[config.mk]
export PLATFORM = sky130hd
export DESIGN_NAME = seq_matmul_acc
export DESIGN_NICKNAME = d
export VERILOG_FILES = /design/src/rtl/seq_matmul_acc.sv
export SDC_FILE = /design/constraint.sdc
export NUM_CORES = 2
export LEC_CHECK = 0
export CAP_MARGIN = 20
export CORE_MARGIN = 10
export CORE_UTILIZATION = 50
export DETAILED_ROUTE_END_ITERATION = 10
export PLACE_DENSITY = 0.71
export SLEW_MARGIN = 20
export SYNTH_ARGS = -nofsm -noshare
export SYNTH_HDL_FRONTEND = slang
export SYNTH_SLANG_ARGS = --single-unit
[constraint.sdc]
create_clock -name clk_i -period 14.8 [get_ports clk_i]
set_input_delay 2.22 -clock clk_i [delete_from_list [all_inputs] [get_ports clk_i]]
set_output_delay 2.22 -clock clk_i [all_outputs]
set_load 0.1 [all_outputs]
[src/rtl/seq_matmul_acc.sv]
// seq_matmul_acc
//   Sequential matrix multiply-accumulate engine:
//     D[M][N] = A[M][K] x B[K][N] + C[M][N]
//   One reduction step (all M*N products for a single k) per clock.
//   With accumulate_i=1 the previous result D is used as the addend
//   instead of C_mul, which supports K-tiled workloads.
//
// Ports
//   clk_i        clock, rising edge
//   rst_ni       synchronous active-low reset
//   A_mul        signed [MAX_WIDTH-1:0] [M][K] left operand
//   B_mul        signed [MAX_WIDTH-1:0] [K][N] right operand
//   C_mul        signed [ACC_WIDTH-1:0] [M][N] addend
//   bitSizeA     effective precision of A elements (0 or >MAX_WIDTH = full)
//   bitSizeB     effective precision of B elements (0 or >MAX_WIDTH = full)
//   accumulate_i 1 = add into previous D, C_mul ignored
//   valid_in     request valid
//   ready_in     block can accept (IDLE and out of reset)
//   D            registered result
//   valid_out    D valid (DONE state)
//   ready_out    downstream accepts D
module seq_matmul_acc #(
  parameter int M         = 2,
  parameter int K         = 2,
  parameter int N         = 2,
  parameter int MAX_WIDTH = 16,
  parameter int ACC_WIDTH = 32,
  parameter int SW        = $clog2(MAX_WIDTH) + 1
) (
  input  logic                        clk_i,
  input  logic                        rst_ni,
  input  logic signed [MAX_WIDTH-1:0] A_mul [M][K],
  input  logic signed [MAX_WIDTH-1:0] B_mul [K][N],
  input  logic signed [ACC_WIDTH-1:0] C_mul [M][N],
  input  logic        [SW-1:0]        bitSizeA,
  input  logic        [SW-1:0]        bitSizeB,
  input  logic                        accumulate_i,
  input  logic                        valid_in,
  output logic                        ready_in,
  output logic signed [ACC_WIDTH-1:0] D [M][N],
  output logic                        valid_out,
  input  logic                        ready_out
);

  localparam int KW = (K > 1) ? $clog2(K) : 1;
  localparam int PW = 2 * MAX_WIDTH;

  typedef enum logic [1:0] {
    IDLE,
    COMPUTE,
    DONE
  } state_t;

  state_t                      state_q, state_d;
  logic        [KW-1:0]        k_q, k_d;
  logic signed [MAX_WIDTH-1:0] a_q   [M][K];
  logic signed [MAX_WIDTH-1:0] b_q   [K][N];
  logic signed [ACC_WIDTH-1:0] acc_q [M][N];
  logic signed [ACC_WIDTH-1:0] acc_d [M][N];
  logic signed [ACC_WIDTH-1:0] d_q   [M][N];

  logic accept;
  logic last_step;

  // Keep bits [b-1:0] of x and sign-extend from bit b-1. A precision of 0
  // or wider than the stored operand means "use the full stored width".
  // Implemented as a left shift followed by an arithmetic right shift.
  function automatic logic signed [MAX_WIDTH-1:0] ext(
    input logic [MAX_WIDTH-1:0] x,
    input logic [SW-1:0]        b
  );
    logic        [SW-1:0]        sh;
    logic signed [MAX_WIDTH-1:0] t;
    if (b == '0 || b > SW'(MAX_WIDTH)) begin
      sh = '0;
    end else begin
      sh = SW'(MAX_WIDTH) - b;
    end
    t = x << sh;
    return t >>> sh;
  endfunction

  // Full-width signed product, then wrapped/extended to the accumulator width.
  function automatic logic signed [ACC_WIDTH-1:0] mul_ext(
    input logic signed [MAX_WIDTH-1:0] a,
    input logic signed [MAX_WIDTH-1:0] b
  );
    logic signed [PW-1:0] p;
    p = PW'(a) * PW'(b);
    return ACC_WIDTH'(p);
  endfunction

  assign accept    = (state_q == IDLE) && valid_in;
  assign last_step = (state_q == COMPUTE) && (k_q == KW'(K - 1));

  // ready_in is held low while reset is asserted, even though the state
  // register may still read IDLE.
  assign ready_in  = (state_q == IDLE) && rst_ni;
  assign valid_out = (state_q == DONE);
  assign D         = d_q;

  // Next-state logic
  always_comb begin
    state_d = state_q;
    k_d     = k_q;
    unique case (state_q)
      IDLE: begin
        if (valid_in) begin
          state_d = COMPUTE;
          k_d     = '0;
        end
      end
      COMPUTE: begin
        if (k_q == KW'(K - 1)) begin
          state_d = DONE;
          k_d     = '0;
        end else begin
          k_d = k_q + 1'b1;
        end
      end
      DONE: begin
        if (ready_out) begin
          state_d = IDLE;
        end
      end
      default: begin
        state_d = IDLE;
        k_d     = '0;
      end
    endcase
  end

  // One reduction step: every acc[i][j] gains A[i][k]*B[k][j] in parallel.
  always_comb begin
    for (int i = 0; i < M; i++) begin
      for (int j = 0; j < N; j++) begin
        acc_d[i][j] = acc_q[i][j] + mul_ext(a_q[i][k_q], b_q[k_q][j]);
      end
    end
  end

  // Control, accumulator and result registers
  always_ff @(posedge clk_i) begin
    if (!rst_ni) begin
      state_q <= IDLE;
      k_q     <= '0;
      for (int i = 0; i < M; i++) begin
        for (int j = 0; j < N; j++) begin
          acc_q[i][j] <= '0;
          d_q[i][j]   <= '0;
        end
      end
    end else begin
      state_q <= state_d;
      k_q     <= k_d;
      for (int i = 0; i < M; i++) begin
        for (int j = 0; j < N; j++) begin
          if (accept) begin
            acc_q[i][j] <= accumulate_i ? d_q[i][j] : C_mul[i][j];
          end else if (state_q == COMPUTE) begin
            acc_q[i][j] <= acc_d[i][j];
          end
          if (last_step) begin
            d_q[i][j] <= acc_d[i][j];
          end
        end
      end
    end
  end

  // Operand capture. Operands are stored already precision-extended so the
  // per-step datapath only multiplies; they need no reset because they are
  // always written on accept before being used.
  always_ff @(posedge clk_i) begin
    if (accept) begin
      for (int i = 0; i < M; i++) begin
        for (int kk = 0; kk < K; kk++) begin
          a_q[i][kk] <= ext(A_mul[i][kk], bitSizeA);
        end
      end
      for (int kk = 0; kk < K; kk++) begin
        for (int j = 0; j < N; j++) begin
          b_q[kk][j] <= ext(B_mul[kk][j], bitSizeB);
        end
      end
    end
  end

endmodule
==> results.ini <==
[status]
status = finished clean

[sta]
totalNegativeSetupSlack_ps = 0
rsz0062_at_grt = no
setup_slack_ps = 6310
period_needed_ps = 8490
slew_headroom = 0.245
fmax_mhz = 118
finalCritPeriodShare = 0.574
slew_violations = 0
setup_violations = 0
hold_violations = 0
worstMarginPinSlew_ps = 1130

[global_route]
grt_use_met1 = 0.390
antenna_found_initial = 3
overflow = 0
grt_pass1_wl_um = 349000
grt_pass1_vias = 59500
grt_start_max_net_pins = 92
busiest_layer = met2

[final_layout]
nFillCells = 12000
buffers = 519
buf_share = 0.0654
sh_comb_area = 0.677
drive_gt1_frac = 0.0561
inverters = 1398
num_antenna_cells = 0
clock_area_frac = 0.0210
instances_no_fill = 9503
fin_nets = 9518
regArea_mm2 = 0.0103
area_delta_synth_final_pct = 10.9
dominant-cell-class = combinational gates
logic_area_mm2 = 0.0511
nClkBuffers = 50
logic_gate_count = 5333
flops = 388

[floorplan]
fp_util = 0.502
coreArea_mm2 = 0.135
nWellTaps = 1781
io_pins = 401

[clocking]
cts_max_level = 2
cts_tree = done
numCtsBuffers = 45
cts_resized = 0
cts_buffer_depth = 3
cts_setup_buffers = 0
clock_sinks = 388
root_buffer = clkbuf_16
cts.clk_slew.worst_paths_ps = 80

[yosys]
synth_async_sr_flop_share = 0
edf_count = 256
synthAoiAreaFrac = 0.115
ff_type = edfxtp_1
floorplan.nets = 9365
simple_gate_share = 0.123
top_logic_kind = adder cells
mux_share = 0.0723
synthCells = 7532
synth_area_mm2 = 0.0679
ys_cells = 7532
ys_seq_share = 0.152
ys_types = 94
synth.avg_cell_area_um2 = 9.02
xor_share = 0.0199
ys_warn_count = 0
adder_share = 0.417

[worst_setup_path]
startpoint_type = register
cp_max_fo = 61
crit_required_ps = 15210
end_kind = register
arrival_ps = 8900
critPathKind = register to register

[routing]
drtPass1Iterations = 9
via_per_inst = 6.00
met1_length_um = 87500
routed-wl-met2_um = 101000
vias = 57000
top_layer_used = met5
wirelength_um = 225000
wl_met3_um = 25200
ant_nets = 0

[placed_design]
gp_congestion = 0.986
dp_cells = 9419
portBuffers = 400
dp_slack_ps = 6510
place_hpwl_um = 174000

[hold_path]
hold_class = register to register

[job]
tool_warnings = 26

## stage by stage
stage | area (um^2) | util | hold WS (ps)
floorplan | 67900 | - | 618
global placement | 73800 | 0.545 | 456
detailed placement | 73800 | 0.545 | 462
CTS | 75400 | 0.557 | 471
global route | 75400 | 0.557 | 486
finish | 75400 | 0.557 | 470
## synth_stat cells, drive strengths merged, types with 16 or more instances
master,n,area (um^2)
fa,1168,23400
dfxtp,132,2640
o31ai,20,150
o21ai,259,1300
inv,1395,5240
xor2,51,447
nand3,122,611
o221ai,24,210
xnor2,103,902
and3,31,194
nand4,16,100
a21oi,274,1370
o21bai,21,158
a21o,63,473
clkbuf,324,1220
nand2,889,3340
a22oi,25,188
a211oi,60,450
and2,24,150
nand2b,24,150
o211ai,43,328
nor3,49,257
mux2,75,845
buf,89,452
nor2b,19,119
a31oi,30,188
nor2,774,2910
ha,394,4930
mux4,59,1330
o21a,52,390
o22ai,128,801
or2,20,125
mux2i,273,2730
edfxtp,256,7690
## cells in the final DEF (no fill, tap or decap), types with 18 or more instances in the layout
| master | netlist | routed |
|---|---|---|
| a211oi_1 | 60 | 59 |
| a21o_1 | 63 | 63 |
| a21oi_1 | 274 | 274 |
| a22oi_1 | 25 | 25 |
| a31oi_1 | 30 | 29 |
| and2_1 | 23 | 23 |
| and3_1 | 31 | 30 |
| buf_4 | 4 | 117 |
| clkbuf_16 | 0 | 48 |
| clkdlybuf4s50_1 | 0 | 397 |
| dfxtp_1 | 132 | 130 |
| edfxtp_1 | 256 | 256 |
| fa_1 | 1168 | 1168 |
| ha_1 | 394 | 394 |
| inv_1 | 1395 | 1395 |
| mux2_2 | 74 | 74 |
| mux2i_1 | 273 | 244 |
| mux2i_2 | 0 | 22 |
| mux4_2 | 58 | 58 |
| nand2_1 | 889 | 886 |
| nand2b_1 | 24 | 24 |
| nand3_1 | 122 | 121 |
| nor2_1 | 773 | 769 |
| nor2b_1 | 19 | 19 |
| nor3_1 | 48 | 43 |
| o211ai_1 | 42 | 42 |
| o21a_1 | 52 | 52 |
| o21ai_0 | 248 | 244 |
| o21bai_1 | 21 | 21 |
| o221ai_1 | 24 | 24 |
| o22ai_1 | 128 | 127 |
| o31ai_1 | 20 | 20 |
| or2_2 | 19 | 18 |
| xnor2_1 | 103 | 103 |
| xor2_1 | 51 | 51 |
## path summary, 6_finish.rpt
path                       end  depth (start not counted)  slack, ps   from
setup reg to reg  acc_q[0][31]                         24       6310    k_q
hold / removal           D[32]                          2        470  D[32]
hold reg to reg          D[32]                          2        470  D[32]
setup / recovery  acc_q[0][31]                         24       6310    k_q
## worst max-delay path, stage by stage, from the launching register on
cell and delay (ps):
dfxtp_4 390, buf_4 760, mux2_2 780, nand2_1 180
fa_1 570, inv_1 60, fa_1 540, inv_1 60
fa_1 490, inv_1 50, fa_1 490, fa_1 490
inv_1 50, fa_1 470, inv_1 40, ha_1 350
nand2_1 100, nor2_1 130, nand4_1 120, a211oi_1 750
o21ai_0 320, a31oi_1 470, a21oi_1 140, xnor2_1 270
o22ai_1 120
**Clock wires, drivers and flops**

(1 px per um)
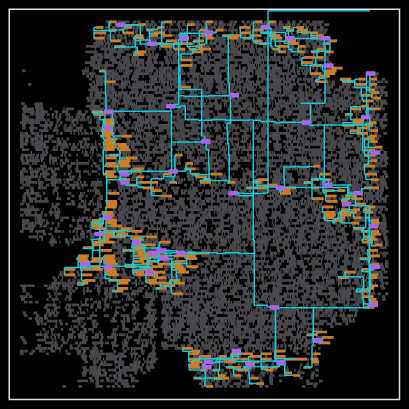
[flip-flops] orange | count: 388
[cells driving clock nets] purple | count: 45
[clock wires] cyan | length: 6400 um
routed clock nets	46
Clock Skew: 66.5 ps
clk ins delay skew pair: 660 ps

**Placement by cell class**

(1 px per um) Fill, decap, tap and diode cells in gray.
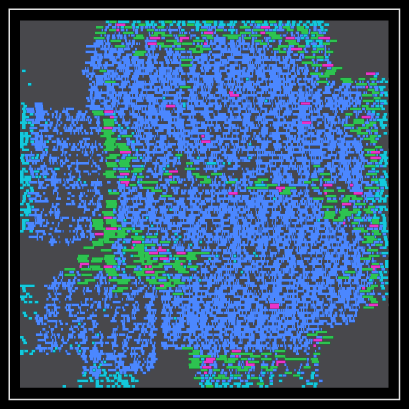
class	color	cells
flip-flops	green	388
clock drivers and dummy loads	magenta	84
other buffers and delay cells	cyan	519
all other logic	blue	6731
# rows: 135
fraction of area in registers: 0.137
Design Area, Final: 0.0754 mm^2
fin util: 0.557

**Power grid**

(1 px per um) Pins as bars on the die edge. Tap cells in gray.
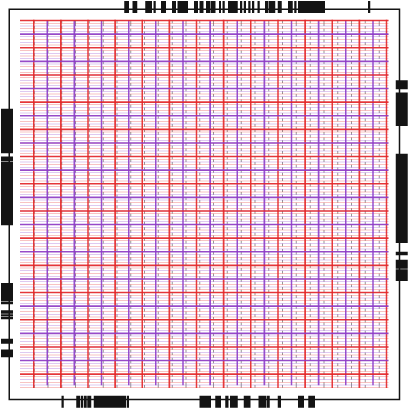
net	color
VSS	red
VDD	purple
met4 straps	27
tap cells	1781
met5 straps	27
rows	135
met1 rails	136
Die Wd: 389 um

**Routing congestion map**

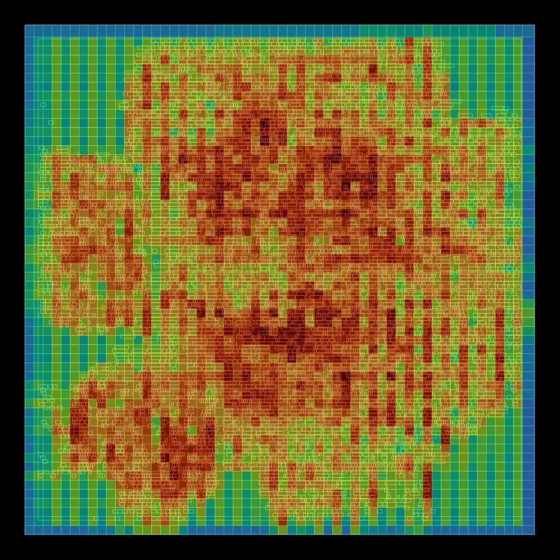
M3 GR Usage: 0.0748
Tot GR Track Use: 0.296
WL/cell: 23.6 um
met2 GRT Util: 0.461

